<file path="src/rtl/fpmul_pkg.sv">
// Shared FP32 field layout and the stage-2 response record for the fpmul_sched multiplier scheduler.
package fpmul_pkg;

   localparam int FP_W        = 32;
   localparam int FP_SIGN_BIT = 31;
   localparam int FP_EXP_MSB  = 30;
   localparam int FP_EXP_LSB  = 23;
   localparam int FP_EXP_W    = 8;
   localparam int FP_FRAC_W   = 23;
   localparam int FP_BIAS     = 127;
   localparam logic [FP_EXP_W-1:0] FP_EXP_MAX = 8'hFF;

   localparam int NREQ_MAX  = 8;
   localparam int TAG_MAX_W = $clog2(NREQ_MAX);

   typedef struct packed {
      logic [FP_W-1:0]      result;
      logic                 overflow;
      logic                 underflow;
      logic [TAG_MAX_W-1:0] tag;
   } rsp_t;

   function automatic logic [FP_W-1:0] fp_pack(input logic s,
                                               input logic [FP_EXP_W-1:0] e,
                                               input logic [FP_FRAC_W-1:0] f);
      return {s, e, f};
   endfunction

endpackage

</file>
<file path="src/rtl/fpmul_sched_if.sv">
// Request/response bundle for fpmul_sched: NREQ operand channels in, one tagged product channel out.
interface fpmul_sched_if #(
   parameter int NREQ = 4,
   parameter int TAGW = $clog2(NREQ)
);
   logic [NREQ-1:0]       req_valid;
   logic [NREQ-1:0]       req_ready;
   logic [NREQ-1:0][31:0] req_a;
   logic [NREQ-1:0][31:0] req_b;
   logic                  rsp_valid;
   logic                  rsp_ready;
   logic [31:0]           rsp_result;
   logic                  rsp_overflow;
   logic                  rsp_underflow;
   logic [TAGW-1:0]       rsp_tag;

   modport master (
      output req_valid, req_a, req_b, rsp_ready,
      input  req_ready, rsp_valid, rsp_result, rsp_overflow, rsp_underflow, rsp_tag
   );

   modport slave (
      input  req_valid, req_a, req_b, rsp_ready,
      output req_ready, rsp_valid, rsp_result, rsp_overflow, rsp_underflow, rsp_tag
   );
endinterface

</file>
<file path="src/rtl/fpmul_rr_arb.sv">
// Round-robin arbiter: searches from ptr upward (mod NREQ), returns a one-hot grant and the pointer
// to use after an accepted transfer.
module fpmul_rr_arb #(
   parameter int NREQ = 4,
   parameter int TAGW = $clog2(NREQ)
) (
   input  logic [NREQ-1:0] req_i,
   input  logic [TAGW-1:0] ptr_i,
   input  logic            advance_i,
   output logic [NREQ-1:0] grant_o,
   output logic [TAGW-1:0] gidx_o,
   output logic [TAGW-1:0] ptr_nxt_o
);

   logic            found_s;
   logic            hit_s;
   logic [TAGW-1:0] idx_s;

   // first asserted request at or after ptr wins
   always_comb begin
      grant_o = '0;
      gidx_o  = '0;
      found_s = 1'b0;
      hit_s   = 1'b0;
      idx_s   = '0;
      for (int k = 0; k < NREQ; k++) begin
         idx_s          = TAGW'((int'(ptr_i) + k) % NREQ);
         hit_s          = !found_s && req_i[idx_s];
         grant_o[idx_s] = grant_o[idx_s] | hit_s;
         gidx_o         = hit_s ? idx_s : gidx_o;
         found_s        = found_s | hit_s;
      end
   end

   // pointer moves past the winner only when its transfer actually happens
   always_comb begin
      ptr_nxt_o = ptr_i;
      if (advance_i) begin
         if (gidx_o == TAGW'(NREQ - 1)) begin
            ptr_nxt_o = '0;
         end else begin
            ptr_nxt_o = gidx_o + TAGW'(1);
         end
      end else begin
         ptr_nxt_o = ptr_i;
      end
   end

endmodule

</file>
<file path="src/rtl/mult.sv">
// Combinational FP32 multiplier (truncating, no special-value handling) with overflow/underflow flags.
module mult
   import fpmul_pkg::*;
(
   input  logic [31:0] a_i,
   input  logic [31:0] b_i,
   output logic [31:0] result_o,
   output logic        overflow_o,
   output logic        underflow_o
);

   logic                 sign_s;
   logic [23:0]          man_a_s;
   logic [23:0]          man_b_s;
   logic [47:0]          prod_s;
   logic signed [9:0]    exp_s;
   logic [FP_FRAC_W-1:0] frac_s;

   assign sign_s  = a_i[FP_SIGN_BIT] ^ b_i[FP_SIGN_BIT];
   // hidden bit is present only for a non-zero exponent field
   assign man_a_s = {|a_i[FP_EXP_MSB:FP_EXP_LSB], a_i[FP_FRAC_W-1:0]};
   assign man_b_s = {|b_i[FP_EXP_MSB:FP_EXP_LSB], b_i[FP_FRAC_W-1:0]};
   assign prod_s  = {24'd0, man_a_s} * {24'd0, man_b_s};
   assign exp_s   = $signed({2'b00, a_i[FP_EXP_MSB:FP_EXP_LSB]})
                  + $signed({2'b00, b_i[FP_EXP_MSB:FP_EXP_LSB]})
                  - 10'sd127
                  + $signed({9'd0, prod_s[47]});
   assign frac_s  = prod_s[47] ? prod_s[46:24] : prod_s[45:23];

   // classify and assemble the product
   always_comb begin
      result_o    = 32'd0;
      overflow_o  = 1'b0;
      underflow_o = 1'b0;
      if (prod_s == 48'd0) begin
         result_o = fp_pack(sign_s, 8'd0, 23'd0);
      end else if (exp_s > 10'sd254) begin
         overflow_o = 1'b1;
         result_o   = fp_pack(sign_s, FP_EXP_MAX, 23'd0);
      end else if (exp_s < 10'sd1) begin
         underflow_o = 1'b1;
         result_o    = fp_pack(sign_s, 8'd0, 23'd0);
      end else begin
         result_o = fp_pack(sign_s, exp_s[7:0], frac_s);
      end
   end

endmodule

</file>
<file path="src/rtl/fpmul_sched.sv">
// Round-robin scheduler sharing one FP32 multiplier among NREQ requesters via a two-stage pipeline.
// Optional response statistics counters are built when FPMUL_SCHED_STATS_EN is defined.
module fpmul_sched
   import fpmul_pkg::*;
#(
   parameter int NREQ = 4,
   parameter int TAGW = $clog2(NREQ)
) (
   input  logic             clk,
   input  logic             rst_n,
   fpmul_sched_if.slave     bus
`ifdef FPMUL_SCHED_STATS_EN
   ,
   output logic [31:0]      stat_ops,
   output logic [15:0]      stat_ovf,
   output logic [15:0]      stat_unf
`endif
);

   logic [NREQ-1:0] grant_s;
   logic [NREQ-1:0] ready_s;
   logic [TAGW-1:0] gidx_s;
   logic [TAGW-1:0] ptr_d;
   logic [TAGW-1:0] ptr_q;
   logic            en_s;
   logic            accept_s;

   logic            s1_valid_q;
   logic [31:0]     s1_a_q;
   logic [31:0]     s1_b_q;
   logic [TAGW-1:0] s1_tag_q;
   logic            s2_valid_q;
   rsp_t            s2_q;

   logic [31:0]     mul_res_s;
   logic            mul_ovf_s;
   logic            mul_unf_s;

   // rst_n gating keeps every req_ready low while reset is held
   assign en_s          = !s2_valid_q || bus.rsp_ready;
   assign ready_s       = grant_s & {NREQ{en_s & rst_n}};
   assign accept_s      = |(bus.req_valid & ready_s);
   assign bus.req_ready = ready_s;

   fpmul_rr_arb #(.NREQ(NREQ), .TAGW(TAGW)) u_arb (
      .req_i     (bus.req_valid),
      .ptr_i     (ptr_q),
      .advance_i (accept_s),
      .grant_o   (grant_s),
      .gidx_o    (gidx_s),
      .ptr_nxt_o (ptr_d)
   );

   mult u_mult (
      .a_i         (s1_a_q),
      .b_i         (s1_b_q),
      .result_o    (mul_res_s),
      .overflow_o  (mul_ovf_s),
      .underflow_o (mul_unf_s)
   );

   // arbitration pointer and both pipeline stages; a stall freezes everything
   always_ff @(posedge clk or negedge rst_n) begin
      if (!rst_n) begin
         ptr_q      <= '0;
         s1_valid_q <= 1'b0;
         s1_a_q     <= 32'd0;
         s1_b_q     <= 32'd0;
         s1_tag_q   <= '0;
         s2_valid_q <= 1'b0;
         s2_q       <= '0;
      end else begin
         ptr_q <= ptr_d;
         if (en_s) begin
            s1_valid_q     <= accept_s;
            s1_a_q         <= bus.req_a[gidx_s];
            s1_b_q         <= bus.req_b[gidx_s];
            s1_tag_q       <= gidx_s;
            s2_valid_q     <= s1_valid_q;
            s2_q.result    <= mul_res_s;
            s2_q.overflow  <= mul_ovf_s;
            s2_q.underflow <= mul_unf_s;
            s2_q.tag       <= TAG_MAX_W'(s1_tag_q);
         end
      end
   end

   assign bus.rsp_valid     = s2_valid_q;
   assign bus.rsp_result    = s2_q.result;
   assign bus.rsp_overflow  = s2_q.overflow;
   assign bus.rsp_underflow = s2_q.underflow;
   assign bus.rsp_tag       = s2_q.tag[TAGW-1:0];

`ifdef FPMUL_SCHED_STATS_EN
   logic        rsp_fire_s;
   logic [31:0] stat_ops_q;
   logic [15:0] stat_ovf_q;
   logic [15:0] stat_unf_q;

   assign rsp_fire_s = s2_valid_q && bus.rsp_ready;

   // saturating counters of delivered responses and their flags
   always_ff @(posedge clk or negedge rst_n) begin
      if (!rst_n) begin
         stat_ops_q <= 32'd0;
         stat_ovf_q <= 16'd0;
         stat_unf_q <= 16'd0;
      end else if (rsp_fire_s) begin
         if (stat_ops_q != 32'hFFFF_FFFF) begin
            stat_ops_q <= stat_ops_q + 32'd1;
         end
         if (s2_q.overflow && (stat_ovf_q != 16'hFFFF)) begin
            stat_ovf_q <= stat_ovf_q + 16'd1;
         end
         if (s2_q.underflow && (stat_unf_q != 16'hFFFF)) begin
            stat_unf_q <= stat_unf_q + 16'd1;
         end
      end
   end

   assign stat_ops = stat_ops_q;
   assign stat_ovf = stat_ovf_q;
   assign stat_unf = stat_unf_q;
`endif

endmodule

</file>
<file path="src/flat_wrapper.sv">
// flat-port wrapper written by rule: the top's interface ports become plain ports
module fpmul_sched_flat import fpmul_pkg::*;
#(
   parameter int NREQ = 4,
   parameter int TAGW = $clog2(NREQ)
)
  (clk, rst_n, bus_req_valid, bus_req_a, bus_req_b, bus_rsp_ready, bus_req_ready, bus_rsp_valid, bus_rsp_result, bus_rsp_overflow, bus_rsp_underflow, bus_rsp_tag);
  fpmul_sched_if #(.NREQ(NREQ), .TAGW(TAGW)) bus_i ();
  input  logic clk;
  input  logic rst_n;
  input wire logic [$bits(bus_i.req_valid)-1:0] bus_req_valid;
  input wire logic [$bits(bus_i.req_a)-1:0] bus_req_a;
  input wire logic [$bits(bus_i.req_b)-1:0] bus_req_b;
  input wire logic [$bits(bus_i.rsp_ready)-1:0] bus_rsp_ready;
  output wire logic [$bits(bus_i.req_ready)-1:0] bus_req_ready;
  output wire logic [$bits(bus_i.rsp_valid)-1:0] bus_rsp_valid;
  output wire logic [$bits(bus_i.rsp_result)-1:0] bus_rsp_result;
  output wire logic [$bits(bus_i.rsp_overflow)-1:0] bus_rsp_overflow;
  output wire logic [$bits(bus_i.rsp_underflow)-1:0] bus_rsp_underflow;
  output wire logic [$bits(bus_i.rsp_tag)-1:0] bus_rsp_tag;
  assign bus_i.req_valid = bus_req_valid;
  assign bus_i.req_a = bus_req_a;
  assign bus_i.req_b = bus_req_b;
  assign bus_i.rsp_ready = bus_rsp_ready;
  assign bus_req_ready = bus_i.req_ready;
  assign bus_rsp_valid = bus_i.rsp_valid;
  assign bus_rsp_result = bus_i.rsp_result;
  assign bus_rsp_overflow = bus_i.rsp_overflow;
  assign bus_rsp_underflow = bus_i.rsp_underflow;
  assign bus_rsp_tag = bus_i.rsp_tag;
  fpmul_sched #(.NREQ(NREQ), .TAGW(TAGW)) u_core (.clk(clk), .rst_n(rst_n), .bus(bus_i));
endmodule
</file>
<file path="config.mk">
export PLATFORM = sky130hd
export DESIGN_NAME = fpmul_sched_flat
export DESIGN_NICKNAME = d
export VERILOG_FILES = /design/src/rtl/fpmul_pkg.sv /design/src/rtl/fpmul_sched_if.sv /design/src/rtl/fpmul_rr_arb.sv /design/src/rtl/mult.sv /design/src/rtl/fpmul_sched.sv /design/src/flat_wrapper.sv
export SDC_FILE = /design/constraint.sdc
export NUM_CORES = 2
export LEC_CHECK = 0
export ABC_AREA = 1
export CAP_MARGIN = 20
export CORE_AREA = 2 2 254 307
export CTS_BUF_LIST = sky130_fd_sc_hd__clkbuf_4 sky130_fd_sc_hd__clkbuf_8
export CTS_CLUSTER_DIAMETER = 120
export DETAILED_ROUTE_END_ITERATION = 8
export DIE_AREA = 0 0 256 309
export GPL_TIMING_DRIVEN = 1
export HOLD_SLACK_MARGIN = 0.03
export SLEW_MARGIN = 20
export SYNTH_ARGS = -nofsm -noshare
export SYNTH_HDL_FRONTEND = slang
export SYNTH_SLANG_ARGS = --single-unit
</file>
<file path="constraint.sdc">
create_clock -name clk -period 11.5 [get_ports clk]
set_input_delay 2.3 -clock clk [delete_from_list [all_inputs] [get_ports clk]]
set_output_delay 2.3 -clock clk [all_outputs]
set_load 0.05 [all_outputs]
</file>
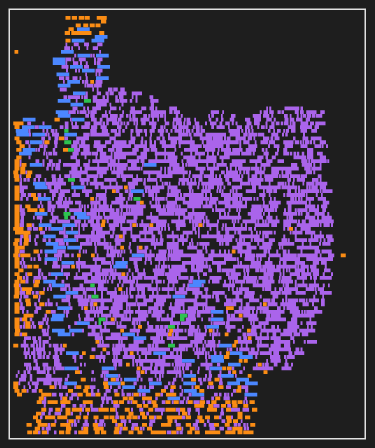
Figure 1: cells colored by class.
color	class	cells
orange	remaining buffers and delay cells	361
blue	sequential cells	106
green	clock drivers and dummy loads	16
purple	combinational and other logic	3174
final instance area: 30610 um2
Rows: 111

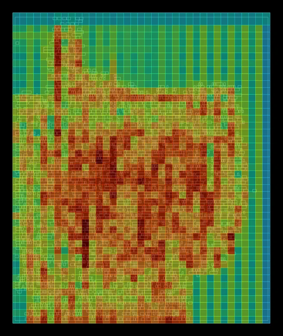
Figure 2: congestion heat map.
DR WL/cell: 18.88 um
GR Layer Usage met1: 26.62%
Core Util, Final: 40.29%
global routing usage on met2: 42.29%

==> impl_metrics.yaml <==
# generated from flow reports
die:
  die-area_um2: 79100
  io-pin-count: 304
  core_util_floorplan_pct: 34.79
  die_h_um: 309
  die_w_um: 256
  coreArea_um2: 75970
synthesis:
  top_area_cell: "fa_1"
  ff_type: "dfrtp_1"
  ys_seq_elements: 106
  yosysMostFrequentCell: "inv_1"
  synth_cells: 3467
  synth_warnings: 0
  ys_top_cells_by_count: "832 x inv_1, 799 x nand2_1, 483 x fa_1"
  top_area_share_pct: 36.58
  avgSynthCellArea_um2: 7.624
  async_flop_share_pct: 100.0
  yosysUniqueCellTypes: 53
  syn_area_um2: 26430
  area_leaders: "fa_1 37%, inv_1 12%, nand2_1 11%"
  synth-edff-count: 0
  ys_seq_share_pct: 10.04
  yosys_area_um2: 26430
  synth_nets: 4408
  synth-cells-yosys: 3467
critical_path:
  worstSetupStartpointType: "register"
  cp-end-kind: "register"
  required_ns: 11.87
  crit_type: "reg -> reg"
  path_buffers: 9
  critPathMaxStageDelay_ns: 0.93
  arrival_ns: 10.89
  path_common_cell: "fa_1"
  critPathSlowestCell: "dfrtp_1"
  worstPathMaxFanout: 25
  crit_family: "adder cells"
place:
  portBuffers: 303
  gp_congestion: 0.9373
  dpl-instance-area_um2: 30420
  detailed_place_hpwl_um: 71270
final_layout:
  nets: 4593
  areaGrowthSynthToFinish_pct: 15.81
  drive_above_1_share_pct: 3.883
flow_run:
  warnings: 29
  maxCapViolCount: 0
sta:
  period_used_pct: 91.51
  min_period_ns: 10.52
  finalClockSkew_ns: 0.03488
  fin_setup_tns_ns: 0
  relSlewSlack_pct: 20.60
  worst_pin_slew_ns: 1.191
  drv_slew: 0
  fmax_mhz: 95.02
  finalHoldViolations: 0
  rsz0062_at_grt: "no"
  setup_viol: 0
global_route:
  busiest_layer: "met2"
  grt_usage_pct: 22.97
  overflow: 0
  grt_max_degree: 92
  first_global_vias: 24820
  grt_pass1_wl_um: 139900
  use_met3_pct: 2.212
  antenna_found_initial: 2
hold_path:
  hold_class: "reg -> reg"
cts:
  htree_levels: 3
  cts-root-buf: "clkbuf_8"
  clockBufferDepth: 2
  cts.sink_count: 106
  clkTransAtPathRegs_ns: 0.12
  worstSkewPairLatency_ns: 0.45
  numCtsBuffers: 9
  tritoncts: "yes"
  cts_setup_buffers: 0
  ctsHoldBuffers: 0
  post_cts_resized: 0
detailed_routing:
  ant_nets: 0
  routed_via_density: 4.916
  drc: 0
  via_count: 22990
  firstDrtPassIters: 5
  drt_wl_total_um: 88260
  drtIter0Drc: 1502
run_status:
  status: "finished clean"
==> path summary, 6_finish.rpt <==
path                                    from                  endpoint  slack, ns  cells after the start
min                        u_core.s1_valid_q      u_core.bus.rsp_valid       0.49                      1
min in group asynchronous              rst_n          u_core.s1_b_q[0]       1.84                      1
max reg2reg                u_core.s1_a_q[10]  u_core.bus.rsp_result[2]       0.98                     42
max                        u_core.s1_a_q[10]  u_core.bus.rsp_result[2]       0.98                     42
min reg2reg                u_core.s1_valid_q      u_core.bus.rsp_valid       0.49                      1
max in group asynchronous              rst_n         u_core.s1_b_q[22]       8.54                      2
==> worst register-to-register path, delay by kind of cell (launching register included) <==
kind / cells / cell delay (ns)
adder cells (fa/ha/maj): 11 / 5.07
AND-OR/OR-AND: 8 / 1.21
flip-flops: 1 / 0.93
buffers and inverters: 9 / 0.93
AND/OR/NAND/NOR: 13 / 2.14
XOR/XNOR: 1 / 0.16
==> per-stage QoR <==
stage / setup slack, ns / hold WS, ns / instances / util, %
detailed placement: 1.079 / 0.4563 / 4658 / 40.04
floorplan: 2.651 / 0.4400 / 3467 / -
finish: 0.9761 / 0.4867 / 4676 / 40.29
global route: 0.2851 / 0.5087 / 4676 / 40.29
CTS: 1.034 / 0.4907 / 4674 / 40.28
global placement: 1.169 / 0.4628 / 4658 / 40.04
==> cells by family after synthesis <==
group / Yosys count / share of synthesized area, %
flops: 106 / 10.04
compound gates: 442 / 10.01
xor+xnor: 50 / 1.657
buf+inv: 1027 / 14.89
simple gates: 1164 / 17.60
fa+ha+maj: 678 / 45.81
==> cells in the final DEF, fill, tap and decap left out, types with 4 or more instances in the layout <==
master           netlist  routed
a21o_1                 5       5
a21oi_1               66      66
a21oi_2               10      10
a31oi_1               36      36
a32o_1                19      19
buf_4                  7      59
clkbuf_8               0      10
clkdlybuf4s50_1        0     302
dfrtp_1              106     105
fa_1                 483     483
ha_1                 195     195
inv_1                832     831
inv_2                  6       5
nand2_1              799     799
nand2_2               17      16
nand3_1               48      48
nand3_2                8       8
nand4_1               16      16
nor2_1               250     249
nor3_1                 8       8
nor4_1                 4       4
o211ai_1               9       9
o21a_1                 8       8
o21ai_0              183     183
o21ai_1               25      25
o21ai_2                6       5
o21bai_1              27      27
o22ai_1               38      38
xnor2_1               16      16
xor2_1                34      34
==> area by class of cell <==
class	instances	area [um2]
clock inverters	6	50.05
inverters	840	3161
flip-flops and latches	106	2654
well taps	1017	1272
diodes	2	5.005
clock buffers	10	137.6
multi-input cells	2334	19860
fillers	7888	45360
repair buffers	361	3466
==> flip-flops by register name (all words and copies together), names as in the netlist <==
| name | count |
|---|---|
| u_core.ptr_q | 2 |
| u_core.s1_a_q | 32 |
| u_core.bus.rsp_underflow | 1 |
| u_core.s1_b_q | 32 |
| u_core.bus.rsp_tag | 2 |
| u_core.bus.rsp_result | 32 |
| u_core.bus.rsp_overflow | 1 |
| u_core.s1_tag_q | 2 |
| u_core.bus.rsp_valid | 1 |
| u_core.s1_valid_q | 1 |
==> metal layers <==
metal / wire [um] / share of wire [%]
met5: 0 / 0
met4: 4736 / 5.4
met1: 33820 / 38
met2: 45440 / 51
met3: 4268 / 4.8
